==> src/rtl/addsub_pkg.sv <==
// rtl/addsub_pkg.sv - shared types and helpers for the pipelined add/subtract unit
//
// Purpose: operation encodings, chunk-width helper and the per-stage
// control record carried alongside the partial sum.
// Ports: none (package).
package addsub_pkg;

  typedef enum logic [1:0] {
    OP_ADD = 2'b00,
    OP_SUB = 2'b01,
    OP_ADC = 2'b10,
    OP_SBC = 2'b11
  } op_e;

  // Control travelling down the pipe with each beat; the operand MSBs are
  // captured up front so the signed-overflow rule can be applied at the
  // last stage without keeping the full operands alive that far.
  typedef struct packed {
    logic signed_en;
    op_e  op;
    logic a_msb;
    logic b_msb;
  } stage_ctrl_t;

  function automatic int chunk_width(input int width, input int stages);
    return width / stages;
  endfunction

endpackage

==> src/rtl/addsub_chunk.sv <==
// rtl/addsub_chunk.sv - combinational CW-bit add slice with carry and zero detect
//
// Purpose: one carry-chain segment; the top instantiates one per stage.
// Ports:
//   a, b  in  CW  operand chunks (b already inverted for subtract ops)
//   cin   in  1   carry from the previous chunk
//   sum   out CW  chunk sum
//   cout  out 1   carry out of this chunk
//   zero  out 1   sum == 0
module addsub_chunk #(
  parameter int CW = 8
) (
  input  logic [CW-1:0] a,
  input  logic [CW-1:0] b,
  input  logic          cin,
  output logic [CW-1:0] sum,
  output logic          cout,
  output logic          zero
);

  assign {cout, sum} = {1'b0, a} + {1'b0, b} + {{CW{1'b0}}, cin};
  assign zero        = (sum == '0);

endmodule

==> src/rtl/addsub_pipe.sv <==
// rtl/addsub_pipe.sv - pipelined add/subtract unit with NZCV-style flags and sticky overflow
//
// Purpose: splits the WIDTH-bit carry chain into STAGES chunks, one register
// stage per chunk, behind a valid/ready stream interface with stall support.
// Ports:
//   clk, rst                   clock, asynchronous active-high reset
//   in_valid/in_ready          operand beat handshake
//   a, b, op, cin, signed_en   operands, operation, carry in, flag mode
//   out_valid/out_ready        result beat handshake
//   result, cout               sum/difference and carry out of MSB
//   zero_flag, negative_flag   result == 0, sign (signed mode only)
//   overflow_flag              signed V or unsigned carry/borrow
//   ovf_clr/ovf_sticky         clear / sticky overflow seen on a delivered beat
module addsub_pipe
  import addsub_pkg::*;
#(
  parameter int WIDTH  = 32,
  parameter int STAGES = 4
) (
  input  logic             clk,
  input  logic             rst,
  input  logic             in_valid,
  output logic             in_ready,
  input  logic [WIDTH-1:0] a,
  input  logic [WIDTH-1:0] b,
  input  logic [1:0]       op,
  input  logic             cin,
  input  logic             signed_en,
  output logic             out_valid,
  input  logic             out_ready,
  output logic [WIDTH-1:0] result,
  output logic             cout,
  output logic             zero_flag,
  output logic             negative_flag,
  output logic             overflow_flag,
  input  logic             ovf_clr,
  output logic             ovf_sticky
);

  localparam int CW   = chunk_width(WIDTH, STAGES);
  localparam int LAST = STAGES - 1;

  // Stage registers
  logic [STAGES-1:0]             v_q;
  logic [STAGES-1:0][WIDTH-1:0]  a_q, b_q, sum_q;
  logic [STAGES-1:0]             carry_q, zero_q;
  stage_ctrl_t [STAGES-1:0]      ctrl_q;
  logic                          ovf_sticky_q;

  // Per-stage inputs (stage 0 from the ports, stage k from stage k-1)
  logic [STAGES-1:0][WIDTH-1:0]  a_src, b_src, sum_src;
  logic [STAGES-1:0]             carry_src, zero_src;
  stage_ctrl_t [STAGES-1:0]      ctrl_src;
  logic [WIDTH-1:0]              b_eff;
  logic                          cin_eff;

  // Chunk adder I/O
  logic [STAGES-1:0][CW-1:0]     ch_a, ch_b, ch_sum;
  logic [STAGES-1:0]             ch_cout, ch_zero;

  // Next-state and handshake
  logic [STAGES-1:0][WIDTH-1:0]  sum_d;
  logic [STAGES-1:0]             zero_d, v_d, adv, load;
  logic                          room;
  logic                          signed_v, ovf_sticky_d;

  assign b_eff = op[0] ? ~b : b;

  always_comb begin
    cin_eff = cin;
    case (op_e'(op))
      OP_ADD:  cin_eff = 1'b0;
      OP_SUB:  cin_eff = 1'b1;
      default: cin_eff = cin;
    endcase
  end

  always_comb begin
    a_src            = '0;
    b_src            = '0;
    sum_src          = '0;
    carry_src        = '0;
    zero_src         = '0;
    ctrl_src         = '0;
    ch_a             = '0;
    ch_b             = '0;
    a_src[0]         = a;
    b_src[0]         = b_eff;
    carry_src[0]     = cin_eff;
    zero_src[0]      = 1'b1;
    ctrl_src[0]      = '{signed_en: signed_en, op: op_e'(op),
                         a_msb: a[WIDTH-1], b_msb: b_eff[WIDTH-1]};
    for (int k = 1; k < STAGES; k++) begin
      a_src[k]     = a_q[k-1];
      b_src[k]     = b_q[k-1];
      sum_src[k]   = sum_q[k-1];
      carry_src[k] = carry_q[k-1];
      zero_src[k]  = zero_q[k-1];
      ctrl_src[k]  = ctrl_q[k-1];
    end
    for (int k = 0; k < STAGES; k++) begin
      ch_a[k] = a_src[k][k*CW +: CW];
      ch_b[k] = b_src[k][k*CW +: CW];
    end
  end

  for (genvar k = 0; k < STAGES; k++) begin : g_stage
    addsub_chunk #(.CW(CW)) u_chunk (
      .a    (ch_a[k]),
      .b    (ch_b[k]),
      .cin  (carry_src[k]),
      .sum  (ch_sum[k]),
      .cout (ch_cout[k]),
      .zero (ch_zero[k])
    );
  end

  // Each stage fills in its own chunk of the running sum and ANDs its
  // chunk-zero into the running zero flag.
  always_comb begin
    sum_d  = sum_src;
    zero_d = zero_src & ch_zero;
    for (int k = 0; k < STAGES; k++) begin
      sum_d[k][k*CW +: CW] = ch_sum[k];
    end
  end

  // Stall chain walked from the output back to the input. 'room' means the
  // stage downstream of k can take a beat this cycle; it ends up as in_ready,
  // so in_ready follows out_ready combinationally.
  always_comb begin
    adv  = '0;
    load = '0;
    v_d  = v_q;
    room = out_ready;
    for (int k = LAST; k >= 0; k--) begin
      adv[k] = v_q[k] && room;
      room   = !v_q[k] || adv[k];
    end
    in_ready = room;
    load[0]  = in_valid && room;
    for (int k = 1; k < STAGES; k++) begin
      load[k] = adv[k-1];
    end
    for (int k = 0; k < STAGES; k++) begin
      if (load[k]) begin
        v_d[k] = 1'b1;
      end else if (adv[k]) begin
        v_d[k] = 1'b0;
      end
    end
  end

  always_ff @(posedge clk or posedge rst) begin
    if (rst) begin
      v_q          <= '0;
      a_q          <= '0;
      b_q          <= '0;
      sum_q        <= '0;
      carry_q      <= '0;
      zero_q       <= '0;
      ctrl_q       <= '0;
      ovf_sticky_q <= 1'b0;
    end else begin
      v_q <= v_d;
      for (int k = 0; k < STAGES; k++) begin
        if (load[k]) begin
          a_q[k]     <= a_src[k];
          b_q[k]     <= b_src[k];
          sum_q[k]   <= sum_d[k];
          carry_q[k] <= ch_cout[k];
          zero_q[k]  <= zero_d[k];
          ctrl_q[k]  <= ctrl_src[k];
        end
      end
      ovf_sticky_q <= ovf_sticky_d;
    end
  end

  assign out_valid     = v_q[LAST];
  assign result        = sum_q[LAST];
  assign cout          = carry_q[LAST];
  assign zero_flag     = zero_q[LAST];
  assign negative_flag = ctrl_q[LAST].signed_en & result[WIDTH-1];

  assign signed_v = (ctrl_q[LAST].a_msb == ctrl_q[LAST].b_msb) &&
                    (result[WIDTH-1] != ctrl_q[LAST].a_msb);

  // Unsigned: carry out means overflow for adds, missing carry means borrow for subtracts.
  assign overflow_flag = ctrl_q[LAST].signed_en ? signed_v
                                                : (ctrl_q[LAST].op[0] ? ~cout : cout);

  // Setting wins over a simultaneous clear so a delivered overflow is never missed.
  assign ovf_sticky_d = (out_valid && out_ready && overflow_flag) ? 1'b1 :
                        ovf_clr ? 1'b0 : ovf_sticky_q;
  assign ovf_sticky   = ovf_sticky_q;

endmodule

==> config.mk <==
export PLATFORM = sky130hd
export DESIGN_NAME = addsub_pipe
export DESIGN_NICKNAME = d
export VERILOG_FILES = /design/src/rtl/addsub_pkg.sv /design/src/rtl/addsub_chunk.sv /design/src/rtl/addsub_pipe.sv
export SDC_FILE = /design/constraint.sdc
export NUM_CORES = 1
export LEC_CHECK = 0
export CORE_UTILIZATION = 50
export DETAILED_ROUTE_END_ITERATION = 7
export DONT_BUFFER_PORTS = 1
export HOLD_SLACK_MARGIN = 0.15
export PLACE_DENSITY_LB_ADDON = 0.15
export SYNTH_ARGS = -nofsm -noshare
export SYNTH_HDL_FRONTEND = slang
export SYNTH_SLANG_ARGS = --single-unit
==> constraint.sdc <==
create_clock -name clk -period 13.5 [get_ports clk]
set_input_delay 3.375 -clock clk [delete_from_list [all_inputs] [get_ports clk]]
set_output_delay 3.375 -clock clk [all_outputs]
set_load 0.1 [all_outputs]
Figure 1. Clock wires, drivers and flops.
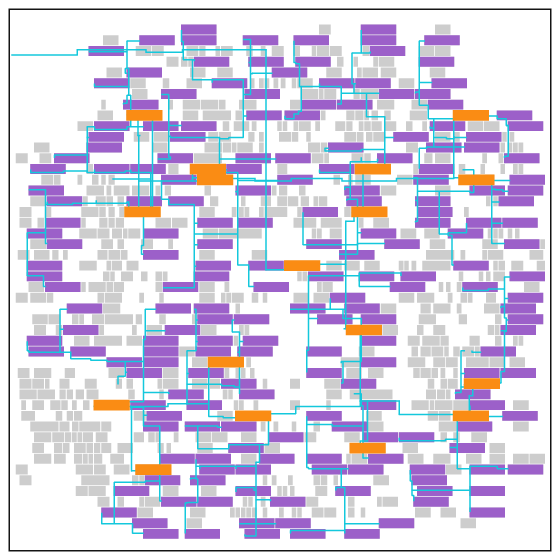
Key: orange = clock-net drivers [count 17]; cyan = clock wires [length 2,140 microns]; purple = flip-flops [count 199]
Position of the flops: all over the die.

Figure 2. Where the registers sit.
Scale bar: 50 microns.
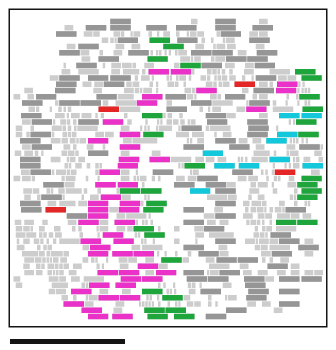
Key: red = carry_q [flops 4]; green = result [flops 32]; cyan = ctrl_q [flops 10, where middle right]; magenta = sum_d [flops 48]

Figure 3. Placed cells, one color a class.
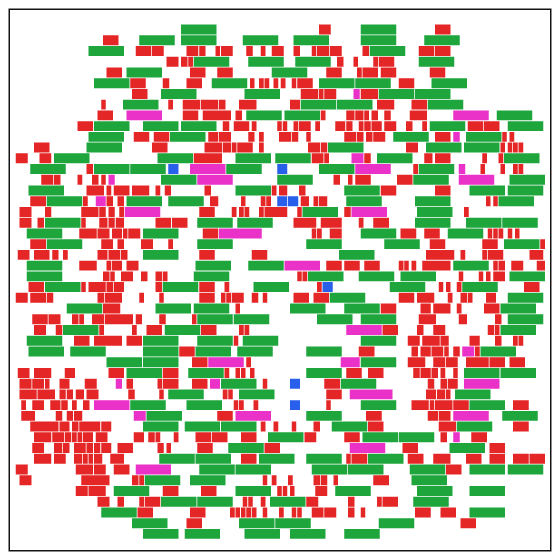
Key: magenta = clock drivers and dummy loads [cells 31, share of their area 6.0%]; green = sequential cells [cells 199, share of their area 52%]; red = remaining logic cells [cells 535, share of their area 41%]; blue = remaining buffers and delay cells [cells 7, share of their area 0.55%]

Figure 4. The clock network.
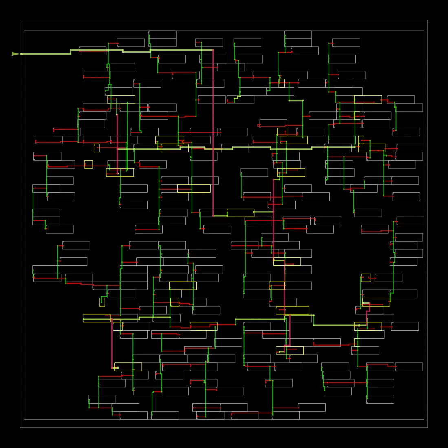
TritonCTS Buffers: 17
# clk buffers: 18
clock sinks: 199
power of the clock network: 489 uW

Figure 5. Cell sizes after repair.
Scale bar: 50 microns.
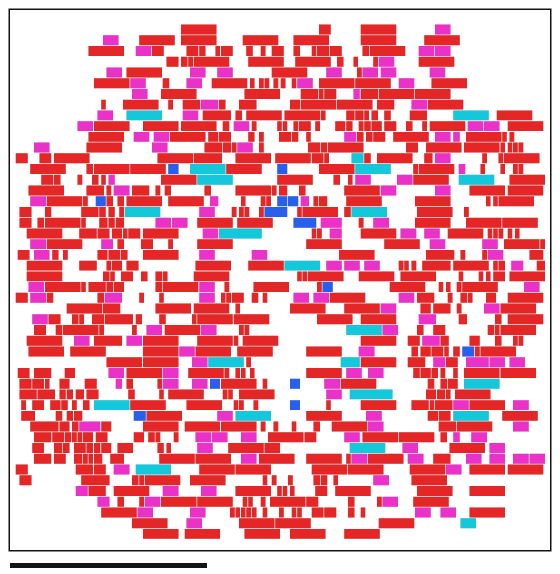
Key: red = x1 and smaller [cells 598, share 77%]; blue = x3 and x4 [cells 13, share 1.7%]; cyan = x6 and larger [cells 22, share 2.8%]; magenta = x2 [cells 139, share 18%]

==> flow_summary.rst <==
Metrics
=======

.. list-table::
   :header-rows: 1

   * - Metric
     - Value
   * - Reg power frac
     - 53.0%
   * - Inverter count
     - 13
   * - Total power divided by cell area
     - 247 nW/um^2
   * - Depth of the worst register-to-register path
     - 4
   * - Top routing layer in use
     - met4
   * - Met3 routed WL
     - 886 microns
   * - Number of stages on the worst setup path
     - 3
   * - End of the worst register-to-register path
     - ctrl_q[9]
   * - Top cell area share
     - 54.8%
   * - All-layer global routing usage
     - 19.1%
   * - Highest Clock Rate
     - 126 MHz
   * - Combinational family with the most area after synthesis
     - multiplexers
   * - Clock skew after layout
     - 0.00898 ns
   * - Endpoint of the worst hold-timing path
     - ctrl_q[17]
   * - Most popular library cell in the synthesized design by count
     - dfrtp_1
   * - Area enclosed by the die boundary
     - 18,700 sq um
   * - Compound-cell area share of the yosys netlist
     - 8.30%
   * - Summed instance area of the synthesized netlist
     - 9090 sq um
   * - Final core utilization
     - 56.2%
   * - Number of max-slew violations in the final report
     - 0
   * - Element type at the critical path start
     - input pin
   * - Critical path cell sequence
     - nand2b_2, nor2_1, nand3_1
   * - Post-Synthesis Cells
     - 767
   * - Final hold slack
     - 0.467 ns
   * - Worst stage delay on the critical path
     - 0.83 ns
   * - Final hold viol count
     - 0
   * - Antenna violations before repair
     - 0
   * - Int Power
     - 1380 uW
   * - Kind of cell adding the most delay to the critical path
     - simple AND/OR/NAND/NOR gates
   * - Total of flip-flops plus latches after synthesis
     - 199
   * - Clock-pin slew on the worst setup and hold paths
     - 0.07 ns
   * - Buffer count excluding the clock tree in the final layout
     - 7
   * - CP endpoint
     - in_ready
   * - Number of instances on the worst hold path
     - 2
   * - Share of flip-flops with an asynchronous set or reset after synthesis
     - 100%
   * - Design area
     - 9860 sq um
   * - Final WS setup
     - 5.54 ns
   * - Chip Height
     - 137 microns
   * - Number of enable flip-flop cells
     - 0
   * - Count of vias placed by the detailed router
     - 5,395
   * - Power share of the clock group
     - 20.1%
   * - Fraction of area in registers
     - 50.5%
   * - Power in sequential cells
     - 1290 uW
   * - Total number of multi-input combinational cells
     - 522
   * - Routability congestion estimate
     - 0.819
   * - Startpoint of the worst-slack reg-to-reg timing path
     - v_q[3]
   * - Number of non-filler instances in the completed layout
     - 997
   * - Synth Area in XOR/XNOR
     - 5.01%
   * - Final net count
     - 869
   * - Place WS
     - 5.53 ns
   * - Largest net degree at the start of global routing
     - 114
   * - Main area contributors
     - dfrtp_1, mux2_2, nand2_1
   * - Leak pwr
     - 0.00438 uW
   * - Commonest non-fill, non-tap cell in the layout
     - dfrtp_1
   * - Startpoint of the tightest hold check path
     - ctrl_q[12]
   * - Count of warning messages emitted by the tools
     - 28
   * - Comb pwr
     - 655 uW
   * - Slew margin rel.
     - 25.5%
   * - Hold/Removal Path Class
     - reg2reg
   * - Max cap viols
     - 0
   * - Wire length of the first global-routing pass
     - 27,400 microns
   * - Largest buffer count on any clock path
     - 2
   * - Layout sequential cell count
     - 199
   * - Buffer count from post-CTS setup fixing
     - 0
   * - Crit path arrival time
     - 4.58 ns
   * - Total net switching power
     - 1060 uW
   * - Critical Path End Type
     - primary output
   * - Area of the core
     - 17,500 sq um
   * - Buffer cell driving the clock tree root
     - clkbuf_16
   * - Count of antenna diodes in the layout
     - 0
   * - Post-synth cell types
     - 50
   * - Top logic cells by instance count in the layout
     - dfrtp_1, nand2_1, mux2_2
   * - CP bufs+invs
     - 0
   * - Routing layer with the top usage in global route
     - met2
   * - Layout cells sized above 1
     - 22.5%
   * - Met2 Resource Use GR
     - 31.3%
   * - Slew @ Worst Pin
     - 1.12 ns
   * - Multiplexer share of the synthesized area
     - 14.6%
   * - Detail Route Antenna Nets
     - 0
   * - Number of design-rule violations left by the first detailed-router iteration
     - 223
   * - Leftover overflow at the end of global routing
     - 0
   * - Synth Area in Adders
     - 5.61%
   * - Vias in the first global route
     - 5,555
   * - Multi-input logic portion of the cell area
     - 39.7%
   * - Final Power
     - 2430 uW
   * - Area of combinational cells with multiple inputs
     - 3920 sq um
   * - Count of instantiated cells in the yosys netlist
     - 767
   * - Register area share after synthesis
     - 54.8%
   * - Wire length on met1
     - 7460 microns
   * - Aggregate negative setup slack
     - 0 ns
   * - Row Count
     - 48
   * - Average wire per cell in the routed design
     - 16.4 microns
   * - Sw Share
     - 43.5%
   * - Result of the run
     - completed
   * - Time the final worst path needs with I/O delays and setup
     - 7.96 ns
   * - Share of the clock period used by the worst path after layout
     - 59.0%
   * - TritonCTS clock tree
     - yes
Power figures rest on the tool's default switching activity, not on a simulated workload.
